==> src/rtl/timer_pkg.sv <==
// Shared types and constants for the MM:SS countdown timer.
package timer_pkg;

    // Controller sequencing states
    typedef enum logic [1:0] {
        IDLE  = 2'd0,
        RUN   = 2'd1,
        PAUSE = 2'd2,
        DONE  = 2'd3
    } state_t;

    // Highest value of a units digit and of a tens digit
    localparam logic [3:0] DIG_MAX_UNITS = 4'd9;
    localparam logic [3:0] DIG_MAX_TENS  = 4'd5;

    // Four BCD digits of an MM:SS value, most significant first
    typedef struct packed {
        logic [3:0] min_t;
        logic [3:0] min_u;
        logic [3:0] sec_t;
        logic [3:0] sec_u;
    } mmss_t;

    // True when a {tens,units} BCD pair lies in 00..59
    function automatic logic bcd_pair_valid(input logic [7:0] v);
        return (v[7:4] <= DIG_MAX_TENS) && (v[3:0] <= DIG_MAX_UNITS);
    endfunction

endpackage

==> src/rtl/bcd_down_digit.sv <==
// One BCD down-counting digit with wrap to MAX and a borrow output.
module bcd_down_digit #(
    parameter logic [3:0] MAX = 4'd9
) (
    input  logic       clk,
    input  logic       rst,
    input  logic       load,
    input  logic [3:0] load_val,
    input  logic       dec,
    output logic [3:0] q,
    output logic       borrow
);

    // A decrement arriving at zero is passed on to the next digit
    assign borrow = dec && (q == 4'd0);

    // Digit register: load wins over decrement
    always_ff @(posedge clk) begin
        if (rst) begin
            q <= 4'd0;
        end else if (load) begin
            q <= load_val;
        end else if (dec) begin
            q <= (q == 4'd0) ? MAX : q - 4'd1;
        end
    end

endmodule

==> src/rtl/countdown_timer_ctrl.sv <==
// MM:SS BCD countdown sequencer: prescaler, load check, start/pause/stop FSM.
module countdown_timer_ctrl
    import timer_pkg::*;
#(
    parameter int unsigned TICK_DIV = 50_000_000,
    parameter int unsigned PRE_W    = 26
) (
    input  logic       clk,
    input  logic       rst,
    input  logic       start,
    input  logic       pause,
    input  logic       stop,
    input  logic [7:0] load_mm,
    input  logic [7:0] load_ss,
    output logic [3:0] min_t,
    output logic [3:0] min_u,
    output logic [3:0] sec_t,
    output logic [3:0] sec_u,
    output logic       running,
    output logic       paused,
    output logic       done,
    output logic       load_err
);

    localparam logic [PRE_W-1:0] PRE_LAST = PRE_W'(TICK_DIV - 1);

    state_t           state;
    state_t           state_next;
    logic [PRE_W-1:0] pre;
    logic [PRE_W-1:0] pre_next;
    logic             dig_load;
    mmss_t            dig_val;
    mmss_t            load_word;
    logic             err_next;
    logic             load_ok;
    logic             load_zero;
    logic             at_one;
    logic             tick;
    logic             b_su;
    logic             b_st;
    logic             b_mu;
    logic             b_mt;

    // Load value decode and zero-approach detect
    assign load_word = mmss_t'({load_mm, load_ss});
    assign load_ok   = bcd_pair_valid(load_mm) && bcd_pair_valid(load_ss);
    assign load_zero = (load_mm == 8'h00) && (load_ss == 8'h00);
    assign at_one    = ({min_t, min_u, sec_t, sec_u} == 16'h0001);

    // Count step: only when running and no stop/start owns the cycle
    assign tick = !stop && !start && (state == RUN) && (pre == PRE_LAST);

    // Digit chain, seconds units first; each borrow feeds the next decrement
    bcd_down_digit #(.MAX(DIG_MAX_UNITS)) u_sec_u (
        .clk(clk), .rst(rst), .load(dig_load), .load_val(dig_val.sec_u),
        .dec(tick), .q(sec_u), .borrow(b_su)
    );
    bcd_down_digit #(.MAX(DIG_MAX_TENS)) u_sec_t (
        .clk(clk), .rst(rst), .load(dig_load), .load_val(dig_val.sec_t),
        .dec(b_su), .q(sec_t), .borrow(b_st)
    );
    bcd_down_digit #(.MAX(DIG_MAX_UNITS)) u_min_u (
        .clk(clk), .rst(rst), .load(dig_load), .load_val(dig_val.min_u),
        .dec(b_st), .q(min_u), .borrow(b_mu)
    );
    bcd_down_digit #(.MAX(DIG_MAX_TENS)) u_min_t (
        .clk(clk), .rst(rst), .load(dig_load), .load_val(dig_val.min_t),
        .dec(b_mu), .q(min_t), .borrow(b_mt)
    );

    // Next state, prescaler and digit load; priority stop > start > pause
    always_comb begin
        state_next = state;
        pre_next   = pre;
        dig_load   = 1'b0;
        dig_val    = '0;
        err_next   = 1'b0;

        if (stop) begin
            state_next = IDLE;
            pre_next   = '0;
            dig_load   = 1'b1;
        end else if (start) begin
            if (!load_ok) begin
                err_next = 1'b1;
                if (state == DONE) state_next = IDLE;
            end else if (load_zero) begin
                if (state == DONE) state_next = IDLE;
            end else begin
                state_next = RUN;
                pre_next   = '0;
                dig_load   = 1'b1;
                dig_val    = load_word;
            end
        end else begin
            unique case (state)
                RUN: begin
                    if (tick) begin
                        pre_next = '0;
                        // min_t borrow can only fire on a corrupted count; end it cleanly
                        if (at_one || b_mt) begin
                            state_next = DONE;
                        end else if (pause) begin
                            state_next = PAUSE;
                        end
                    end else begin
                        pre_next = pre + PRE_W'(1);
                        if (pause) state_next = PAUSE;
                    end
                end
                PAUSE: begin
                    if (pause) state_next = RUN;
                end
                DONE: begin
                    state_next = IDLE;
                end
                default: begin
                end
            endcase
        end
    end

    // State, prescaler and registered status outputs
    always_ff @(posedge clk) begin
        if (rst) begin
            state    <= IDLE;
            pre      <= '0;
            running  <= 1'b0;
            paused   <= 1'b0;
            done     <= 1'b0;
            load_err <= 1'b0;
        end else begin
            state    <= state_next;
            pre      <= pre_next;
            running  <= (state_next == RUN);
            paused   <= (state_next == PAUSE);
            done     <= (state == DONE);
            load_err <= err_next;
        end
    end

endmodule

==> config.mk <==
export PLATFORM = sky130hd
export DESIGN_NAME = countdown_timer_ctrl
export DESIGN_NICKNAME = d
export VERILOG_FILES = /design/src/rtl/timer_pkg.sv /design/src/rtl/bcd_down_digit.sv /design/src/rtl/countdown_timer_ctrl.sv
export SDC_FILE = /design/constraint.sdc
export NUM_CORES = 1
export LEC_CHECK = 0
export CAP_MARGIN = 20
export CORE_MARGIN = 2
export CORE_UTILIZATION = 40
export CTS_CLUSTER_DIAMETER = 120
export DETAILED_ROUTE_END_ITERATION = 8
export SYNTH_ARGS = -nofsm -noshare
export SYNTH_HDL_FRONTEND = slang
export SYNTH_HIERARCHICAL = 1
export SYNTH_SLANG_ARGS = --single-unit
export TNS_END_PERCENT = 1
==> constraint.sdc <==
create_clock -name clk -period 5.9 [get_ports clk]
set_clock_uncertainty 0.1 [all_clocks]
set_input_delay 1.18 -clock clk [delete_from_list [all_inputs] [get_ports clk]]
set_output_delay 1.18 -clock clk [all_outputs]
set_load 0.05 [all_outputs]
### Local utilization, run 1

Drawn at 4 px/µm. 9 x 9 tiles, from dark blue (low) to red (high), 0 to 100% covered.
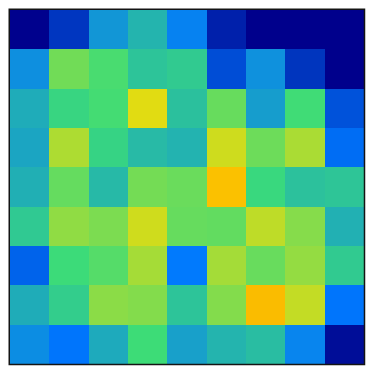
mean over tiles: 42%
fullest tile: 79%
emptiest ninth of the die: top right
nearly empty tiles: 6.2%
densest ninth of the die: middle
tiles over 75% full: 2.5%

### Routing congestion, run 1

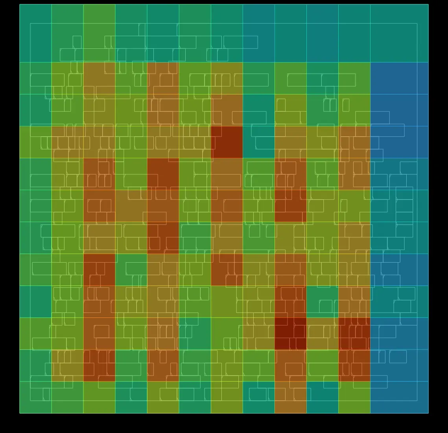
met1 track utilization from global routing: 25.0%
GR Util met3: 3.26%
GRT Util Overall: 19.1%
post-layout util: 50.3%

### Routed clock nets over the placement, run 1

Drawn at 4 px/µm.
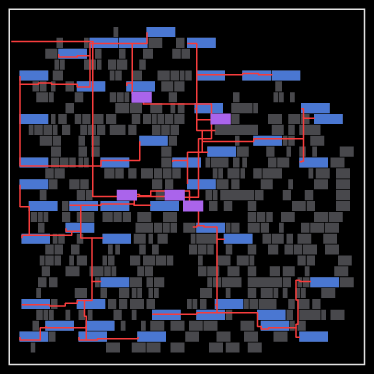
legend:
  clock-net drivers:
    colour: purple
    count: 5
  clock wires:
    colour: red
    length: 659 µm
  flip-flops:
    colour: blue
    count: 48
routed clock nets: 6
flops lie: all over the die

==> run summary, run 1 <==
Item: results of the latest flow run.

- The fraction of power consumed by combinational cells is 12.8%.
- On met2, the global router reports a usage of 32.8%.
- The number of different library cells used by synthesis comes to 51.
- For this run, the leading register cell type out of synthesis is dfxtp_1.
- The busiest layer in global routing is met2.
- The share of Yosys cell area claimed by the top area cell type is 33.7%.
- The maximum clock frequency is 182 MHz.
- By area, the combinational part of the netlist is dominated by simple AND/OR/NAND/NOR gates.
- The largest fanout on the critical path is 6.
- The worst setup path is launched from an input pin.
- Non-clock buffering takes up 12.5% of total cell area after layout.
- The count of cells resized by post-cts repair is 0.
- The post-synthesis cell count from yosys is 353.
- For this design, the CTS-stage hold fixing added 0 buffers.
- By startpoint and endpoint, the worst setup path is classified as in -> reg.
- The chip footprint is 7820 µm².
- According to the Yosys statistics, the synthesized design has a chip area of 2850 µm².
- Note, the detailed placer reported a final HPWL of 5370 µm.
- The clock period could shrink to 5.50 ns.
- The final report lists the setup-violating endpoint count as 0.
- Of the post-synthesis cell area, the part taken by muxes is 1.05%.
- STA shows the worst reg2reg path with a cell count of 16.
- The fraction of the mapped netlist area in adder cells is 0.439%.
- Per the detailed placement report, the placed cell area equals 3320 µm².
- In the per-layer summary, the met1 wirelength comes to 3510 µm.
- Counting the buffers created by CTS gives 5.
- After layout, the clock buffer instance count stands at 5.
- The clock buffer and inverter area fraction after layout is 3.35%.
- For the worst reg-to-reg path, the startpoint reported by OpenROAD is pre[10].
- The layout stage reports a final design area of 3440 µm².
- The number of antenna-violating nets in the routed design is 0.
- In this run the critical register-to-register path is captured at paused.
- The synthesized instance count is 353.
- The total number of cells along the worst setup path is 17.
- The worst hold path begins at state[1].
- From left edge to right edge, the die measures 88.5 µm.
- For this run, the register share of the synthesized area comes to 33.7%.
- Sorting the synthesized cells by area gives the leading types as dfxtp_1, a31oi_1, nand2_1.
- The flow inserted 96 tap cells.
- Total power normalized to cell area comes to 196 nW/µm².
- The latest clock arrival within the worst-skew pair is 0.31 ns.
- The number of global-route vias before repair is 2498.
- The sort of element at the end of the critical path is a flip-flop.
- The reg2reg setup slack is 0.82 ns.
- The cell taking the most area after synthesis is dfxtp_1.
- The run finished with clean final reports.
- The internal power of the cells totals 0.490 mW.
- The number of hold violations in the final report is 0.
- At the pin with the least slew margin, the transition time is 1.07 ns.
- The cell with the most instances after synthesis is dfxtp_1.
- Before placement the cells fill 41.8% of the core.
- The detailed router's first-iteration violation count is 146.
- The share of final-layout standard cells stronger than drive strength 1 is 7.42%.
- The met2 wire length is 3540 µm.
- The library cell contributing the largest single delay on the critical path is clkdlybuf4s50_1.
- The top routing layer in use is met4.
- The number of cells on the worst hold path is listed as 2.
- In the final report, the number of pins over their slew limit comes to 0.
- The largest incremental delay on the critical path is 0.48 ns.
- Of the total power, registers draw 50.2%.
- The end point of the critical path is paused.
- In this run, the synthesized area fraction spent on AND-OR/OR-AND gates is recorded as 22.3%.
- The arrival time at the worst endpoint is 5.66 ns.
- The yosys synthesis warning count is 6.
- The routed design uses 342 µm of met3 wire.
- The multi-input combinational cell area is 1750 µm².
- Of all power groups, the one with the highest power is registers.
- The register with the most flip-flops in the layout has 26 of them.
- Grouping stages by cell kind, the critical path spends the most delay in simple AND/OR/NAND/NOR gates.
- Per report_power, the Combinational row totals 0.0863 mW.
- The synthesized design contains 0 enable-type register cells.
- The post-layout net count is 412.
- Setup repair after global routing left no endpoint under its margin.
- The final RePlAce weighted congestion is 0.855.
- The per-cell routed wire length is 15.4 µm.
- The final hold slack is 0.354 ns.
- Per the layout area report, the register area comes to 961 µm².
- The post-synthesis async set-or-reset flop share is 0%.
- The total buffers and inverters traversed by the critical path is 2.
- The min-delay analysis places its worst path in the category reg -> reg.
- The floorplan step set the die height to 88.5 µm.
- The tally of max-capacitance violations is 0.
- At the placement stage, the worst setup path has a slack of 0.153 ns.
- The design has 48 sequential cells.
- The first TritonRoute pass finished after 5 iterations.
- In the final layout, flip-flops and latches take up 28.0% of the cell area.
- The worst path meets setup with 0.399 ns of slack.
- The standby leakage power is 1.14 nW.
- The power report lists the clock group at 0.249 mW.
- Counting the inverters off the clock network in the layout gives 17.
- Per the detail_route report, DRC violations left total 0.
- The post-layout instance count excluding filler cells is 487.
- The layout has 691 filler cells.
- After global routing the overflow that remains totals 0.
- The final antenna diode count is 0.
- The largest register by flop count is pre.
- For hold timing, the worst endpoint is done.
- Ranked by total area, the top cell class in this layout is logic gates.
- The clock tree from TritonCTS is yes.
- Looking at the post-CTS report, the setup buffer insertion count equals 0.
- The share of the cycle needed by the critical path after routing is 93.2%.
- The most frequently placed logic cell in the final layout is dfxtp_1.
- The synthesized design contains 48 register bits.
==> inputs of run 2 (changes only) <==
- GPL_TIMING_DRIVEN: default -> 0
### Routing congestion, run 2

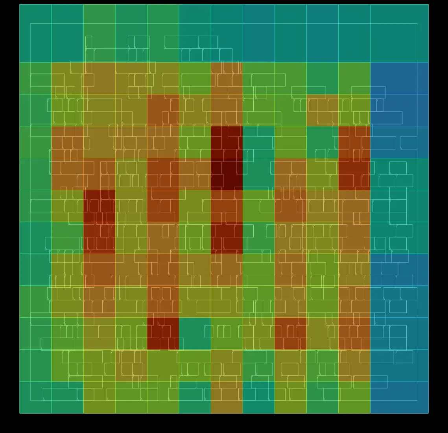
post-layout util: 51.0%
most congested layer reported by global routing: met2
met1 track utilization from global routing: 30.3%
GRT Util Overall: 21.2%

### Local utilization, run 2

Drawn at 4 px/µm. 9 x 9 tiles, from dark blue (low) to red (high), 0 to 100% covered.
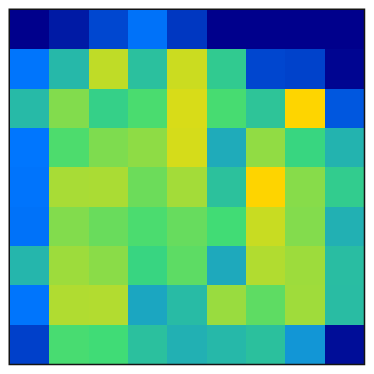
tiles over 75% full: 2.5%
mean over tiles: 43%
emptiest ninth of the die: top right

==> run 2 against run 1 <==
Setup slack improved by 0.042 ns. Utilization up 0.75 points. Sequential share of layout area is 0.41 points lower. Design area up 1.5%. Die size is the same. Sequential power hardly changed. Combinational power grew 4.1%. Count of clock-buffer cells in the layout increased by 2. Global-route usage rose by 2.1 points. Non-clock buffer count is 12 higher. Area after synthesis stayed put. Critical path type unchanged. Largest cell class unchanged.
==> run summary, run 2 <==
Item: results of the latest flow run.

- The flow ran to the end, and the final reports show no timing, DRC or antenna violations.
- The number of remaining DRC errors is 0 (unchanged).
- The inserted tap cell count is 96 (unchanged).
- The die extent in y came to 88.5 µm (unchanged).
- The number of antenna-violating nets in the routed design came to 0 (unchanged).
- The per-cell routed wire length is 16.1 µm (+4.6%).
- The post-layout net count is 424 (+2.9%).
- The largest incremental delay on the critical path is 0.48 ns (about the same).
- The final RePlAce weighted congestion is 0.824 (-3.7%).
- The sequential fraction of total cell area is 27.6% (-0.41 points).
- The kind of cell with the highest combined delay on the critical path is simple AND/OR/NAND/NOR gates.
- In this run the critical register-to-register path is captured at paused.
- The post-synthesis compound-gate area fraction came to 22.3% (unchanged).
- The met2 wire length is 3590 µm (+1.5%).
- The number of cells on the worst hold path is 2 (unchanged).
- The floorplan core density is 41.8% (unchanged).
- The mux share of post-synthesis cell area came to 1.05% (unchanged).
- The top power group is registers.
- The fraction of the mapped netlist area in adder cells is 0.439% (unchanged).
- The maximum clock frequency is 183 MHz (+0.78%).
- The kind of launch point of the worst setup path is an input pin.
- The post-synthesis sequential element count is 48 (unchanged).
- The non-clock buffer share of cell area came to 14.2% (+1.7 points).
- The detailed router's first-iteration violation count is 130 (-11%).
- The tally of max-capacitance violations is 0 (unchanged).
- The total non-filler cell area in the finished layout is 3490 µm² (+1.5%).
- dfxtp_1 is the most common cell in the netlist.
- The shortest clock period the worst path allows after layout came to 5.46 ns (-0.0424 ns).
- The share of Yosys cell area claimed by the top area cell type is 33.7% (unchanged).
- The count of cells resized by post-cts repair is 0 (unchanged).
- The met3 wirelength from detailed routing came to 375 µm (+9.6%).
- The worst reg2reg path depth is 15 (-1).
- The final tally of setup violations is 0 (unchanged).
- TritonCTS built the clock tree.
- The yosys synthesis warning count was 6 (unchanged).
- The sort of element at the end of the critical path is a flip-flop.
- The cell type that accounts for the most area after synthesis is dfxtp_1.
- The power of the clock network is 0.212 mW (-15%).
- The total count of max-transition violations in the final report is 0 (unchanged).
- The sequential fraction of design power was 52.8% (+2.6 points).
- The latest clock arrival within the worst-skew pair was 0.31 ns (about the same).
- The worst reg2reg path startpoint is pre[10].
- The share of the cycle needed by the critical path after routing came to 92.5% (-0.72 points).
- The setup fix buffers added after clock tree synthesis is 0 (unchanged).
- The post-synthesis async set-or-reset flop share is 0% (unchanged).
- The launch instance of the worst min-delay path is state[1].
- The yosys synthesis chip area is 2850 µm² (unchanged).
- The portion of the post-synthesis area used by sequential elements is 33.7% (unchanged).
- The number of global-route vias before repair is 2665 (+6.7%).
- The slack of the critical path is 0.441 ns (+0.0424 ns).
- The fraction of power consumed by combinational cells came to 14.1% (+1.3 points).
- The library cell contributing the largest single delay on the critical path is clkdlybuf4s50_1.
- The number of buffers inserted during clock tree synthesis is 5 (unchanged).
- The standby leakage power is 1.16 nW (+1.2%).
- The post-layout instance count excluding filler cells is 499 (+2.5%).
- The number of flops mapped to enable cells by yosys is 0 (unchanged).
- The width of the die is 88.5 µm (unchanged).
- The reg2reg setup slack came to 0.89 ns (+0.07 ns).
- The flip-flop count of the largest register after layout is 26 (unchanged).
- The final-layout clock buffer total is 7 (+2).
- Setup repair after global routing left no endpoint under its margin.
- The post-synthesis cell count from yosys was 353 (unchanged).
- The sequential cell count is 48 (unchanged).
- The share of final-layout standard cells stronger than drive strength 1 is 7.69% (+0.28 points).
- The synthesis report lists the most area-consuming cells as dfxtp_1, a31oi_1, nand2_1.
- The worst-margin pin slew is 1.02 ns (-0.0487 ns).
- The routed length on met1 is 3970 µm (+13%).
- The total combinational power came to 0.0898 mW (+4.1%).
==> inputs of run 3 (changes only) <==
- SLEW_MARGIN: default -> 40
==> run 3 against run 2 <==
Global-route usage is 0.093 points lower. Clock power hardly changed. Fmax is 1.3% higher. Die size stayed put. Area after synthesis stayed put. Setup slack better by 0.072 ns. Via count is 1.2% higher. Final cell count is 0.20% lower. Utilization is 0.31 points higher. Count of clock-buffer cells in the layout stayed put. Combinational power hardly changed. Critical endpoint unchanged. Largest power group unchanged. Highest routed layer unchanged.
==> run summary, run 3 <==
Item: results of the latest flow run.

- The run finished with clean final reports.
- The total non-filler cell area in the finished layout is 3510 µm² (+0.61%).
- The final RePlAce weighted congestion is 0.824 (unchanged).
- The post-placement setup slack is -0.252 ns.
- The most common logic cells in the final layout are dfxtp_1, clkdlybuf4s50_1, nand2_1.
- The post-layout net count is 423 (-0.24%).
- The type of the most critical hold path is reg -> reg.
- The library cell contributing the largest single delay on the critical path is clkdlybuf4s50_1.
- The share of the cycle needed by the critical path after routing is 91.3% (-1.2 points).
- The clock buffer and inverter area fraction after layout is 2.67%.
- The tally of unique sky130hd cells used after synthesis is 51.
- The number of hold buffers added after CTS is 0.
- Global routing put the most usage on met2.
- The main logic family after synthesis is simple AND/OR/NAND/NOR gates.
- The top power group is registers.
- The largest net degree at the start of global routing is 21.
- Among cell families on the critical path, the largest total delay comes from simple AND/OR/NAND/NOR gates.
- The latest clock arrival within the worst-skew pair is 0.31 ns (about the same).
- The iteration count recorded for the first detailed-route pass is 5.
- In this run the number of H-tree levels came out at 2.
- Using the TritonRoute via totals, the vias-per-cell ratio works out to 5.82.
- The met1 usage is 30.1% (-0.27 points).
- Of the total synthesized cell area, the portion taken by XOR and XNOR cells is 1.84%.
- Total power normalized to cell area comes to 182 nW/µm².
- The post-synthesis async set-or-reset flop share is 0% (unchanged).
- The floorplan core density came to 41.8% (unchanged).
- The total buffers and inverters traversed by the critical path is 1.
- The floorplan has 30 rows.
- The per-cell routed wire length is 16.0 µm (-0.11%).
- Detailed routing inserted a total of 2899 vias.
- The number of buffers inserted during clock tree synthesis is 5 (unchanged).
- The post-synthesis cell count from yosys is 353 (unchanged).
- In this run switching power makes up 28.2% of total power.
- On met2, the global router reports a usage of 33.8%.
- The relative slew slack is 44.8%.
- The die extent in y is 88.5 µm (unchanged).
- The multi-input combinational area share is 50.8%.
- Tracing the worst setup path back leads to its startpoint at stop.
- Counting plain and timing-repair buffers in the layout gives 55.
- The flip-flop count of the largest register after layout is 26 (unchanged).
- The number of antenna-violating nets in the routed design is 0 (unchanged).
- Per the hold report, the tightest min-delay path originates at state[1].
- The tally of buffers added on design ports is 40.
- The final tally of setup violations came to 0 (unchanged).
- The cell count after synthesis came out at 353.
- The number of global-route vias before repair is 2603 (-2.3%).
- The die covers 7820 µm².
- For the worst setup path, the data required time is 6.06 ns.
- In this run the tools logged warnings totalling 26.
- The largest incremental delay on the critical path is 0.48 ns (about the same).
- The sequential cell count came to 48 (unchanged).
- The met3 wirelength from detailed routing is 427 µm (+14%).
- The mux share of post-synthesis cell area was 1.05% (unchanged).
- Cell internal power was estimated by the tool at 0.459 mW.
- The number of flops mapped to enable cells by yosys was 0 (unchanged).
- The post-synthesis compound-gate area fraction is 22.3% (unchanged).
- The portion of the post-synthesis area used by sequential elements is 33.7% (unchanged).
- The top cell type in the final layout, fill and taps aside, is dfxtp_1.
- The detailed router's first-iteration violation count came to 193 (+48%).
- The STA report counts the stages on the worst setup path as 16.
- The share of final-layout standard cells stronger than drive strength 1 is 9.20% (+1.5 points).
- The main flop type after synthesis is dfxtp_1.
- The width of the die is 88.5 µm (unchanged).
- The endpoint of the worst hold path is done.
- In the final layout, flip-flops and latches occupy 961 µm².
- The post-synthesis simple-gate area fraction is 35.1%.
- The number of cells in the design after placement is 490.
- The standby leakage power is 1.16 nW (about the same).
- The post-layout instance count excluding filler cells was 498 (-0.20%).
- The non-clock buffer share of cell area is 13.9% (-0.37 points).
- The share of Yosys cell area claimed by the top area cell type is 33.7% (unchanged).
- The sequential fraction of total cell area is 27.4% (-0.17 points).
- After synthesis, the mean cell area works out to 8.08 µm².
- The critical path goes through clkdlybuf4s50_1 > nor4bb_1 > nand3_1 > nor3_2 > nor4b_4 > nor2b_1 > nand2b_4 > nor4_2 > nor4b_4 > nor2b_1 > nand2b_4 > nor4_1 > a41oi_1 > nor3_2 > a221oi_1 > and4b_1.
- The detailed router reported a total wirelength of 7990 µm.
- Hold timing on the final database bottoms out at a slack of 0.371 ns.
- The worst reg2reg path depth is 15 (unchanged).
- The number of signal-net inverters in the final layout is 17.
- The sort of element at the end of the critical path is a flip-flop.
- The shortest clock period the worst path allows after layout is 5.39 ns (-0.0719 ns).
- The power report lists the sequential group at 0.337 mW.
- The switching power of the nets is 0.180 mW.
- The global router's overall resource usage is 21.1% (-0.093 points).
- The placed wire-length estimate after detailed placement is 5740 µm.
- The core region is 6830 µm².
- The placed instances occupy a cell area of 3390 µm².
- The largest register by flop count is pre.
- The setup fix buffers added after clock tree synthesis came to 0 (unchanged).
- The yosys synthesis warning count is 6 (unchanged).
- The maximum clock frequency is 186 MHz (+1.3%).
- The yosys synthesis chip area was 2850 µm² (unchanged).
- The count of cells resized by post-cts repair is 0 (unchanged).
- The root buffer selected by CTS is clkbuf_8.
- The inserted tap cell count is 96 (unchanged).
- The fraction of power consumed by combinational cells is 14.0% (about the same).
- The reg2reg setup slack came to 0.99 ns (+0.10 ns).
- The clock network power share is 33.2%.
- The utilization after layout was 51.4% (+0.31 points).
- The final-layout clock buffer total is 7 (unchanged).
- The final total negative setup slack is 0 ns.
- The post-synthesis instance area is 2850 µm².
- The highest supply drop recorded on VDD is 85.5 µV.
- The fraction of the mapped netlist area in adder cells came to 0.439% (unchanged).
- In the CTS report, the clock slew at the register clock pins of the worst setup and hold paths is listed as 0.09 ns.
- The sequential fraction of design power came to 52.8% (about the same).
- The top routing layer in use is met4.
- After synthesis, the cell types taking the most area are dfxtp_1, a31oi_1, nand2_1.
- In this run the count of I/O pins placed on the die edge is 41.
- The met2 wire length is 3780 µm (+5.3%).
- Sorting the synthesized cells by how often they occur yields dfxtp_1, nand2_1, a31oi_1, nor2_1, inv_1.
- For this run, the script counts the antenna cells in the layout as 0.
- The clock tree from TritonCTS is yes.
- The cell with the most instances after synthesis is dfxtp_1.
- The total count of max-transition violations in the final report is 0 (unchanged).
- The number of remaining DRC errors is 0 (unchanged).
- Per the area breakdown, the dominant cell category is logic gates.
- For reference, the critical path is captured by paused.
- The worst register-to-register path ends at paused.
- The worst-margin pin slew came to 0.827 ns (-0.194 ns).
- The post-synthesis sequential element count is 48 (unchanged).
- Clock tree synthesis found a total of 48 sinks.
- The total combinational power is 0.0897 mW (about the same).
- The routed length on met1 is 3700 µm (-6.9%).
- The number of multi-input logic gates is 274.
- The total power draw is 0.639 mW.
- The slack of the critical path was 0.513 ns (+0.0719 ns).
- The number of cells on the worst hold path is 2 (unchanged).
- The OpenROAD report gives the critical path a data arrival time of 5.54 ns.
- The critical path is of the in -> reg type.
- The power of the clock network is 0.212 mW (about the same).
- Setup repair after global routing left no endpoint under its margin.
- The number of fill cells in the layout is 678.
- The number of buffers on the longest clock path is 2.
- The layout overhead on the synthesized area is 23.0%.
- The cell taking the most area after synthesis is dfxtp_1.
- The worst setup path is launched from an input pin.
- The tally of max-capacitance violations was 0 (unchanged).
- For the worst reg-to-reg path, the startpoint reported by OpenROAD is pre[10].
### Port wiring, run 3

Drawn at 3 px/µm.
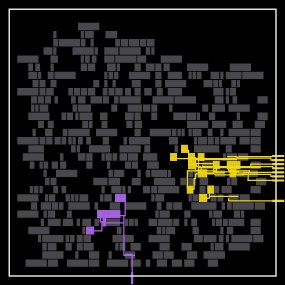
legend:
  `load_ss`:
    colour: yellow
    direction: input
    edge: right
    end_cells: 14
    wire: 299 µm
  `start`:
    colour: purple
    direction: input
    edge: bottom
    end_cells: 7
    wire: 58.2 µm

### Met3 routing, run 3

Drawn at 6 px/µm.
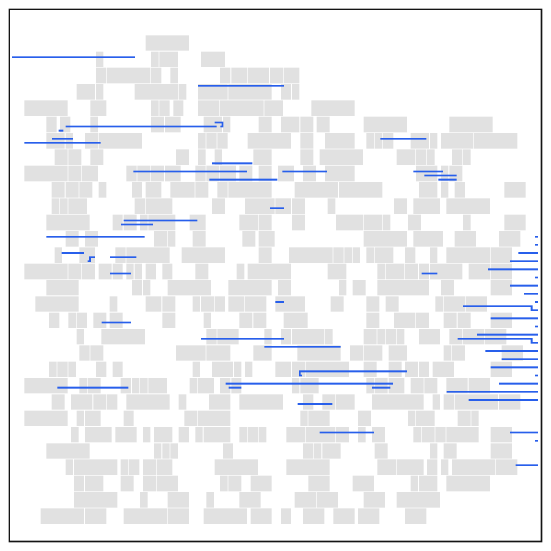
longest straight run: 27.6 µm
nets with wire on the layer: 51

No activity file was given, so power comes from the tool's default toggle rates.
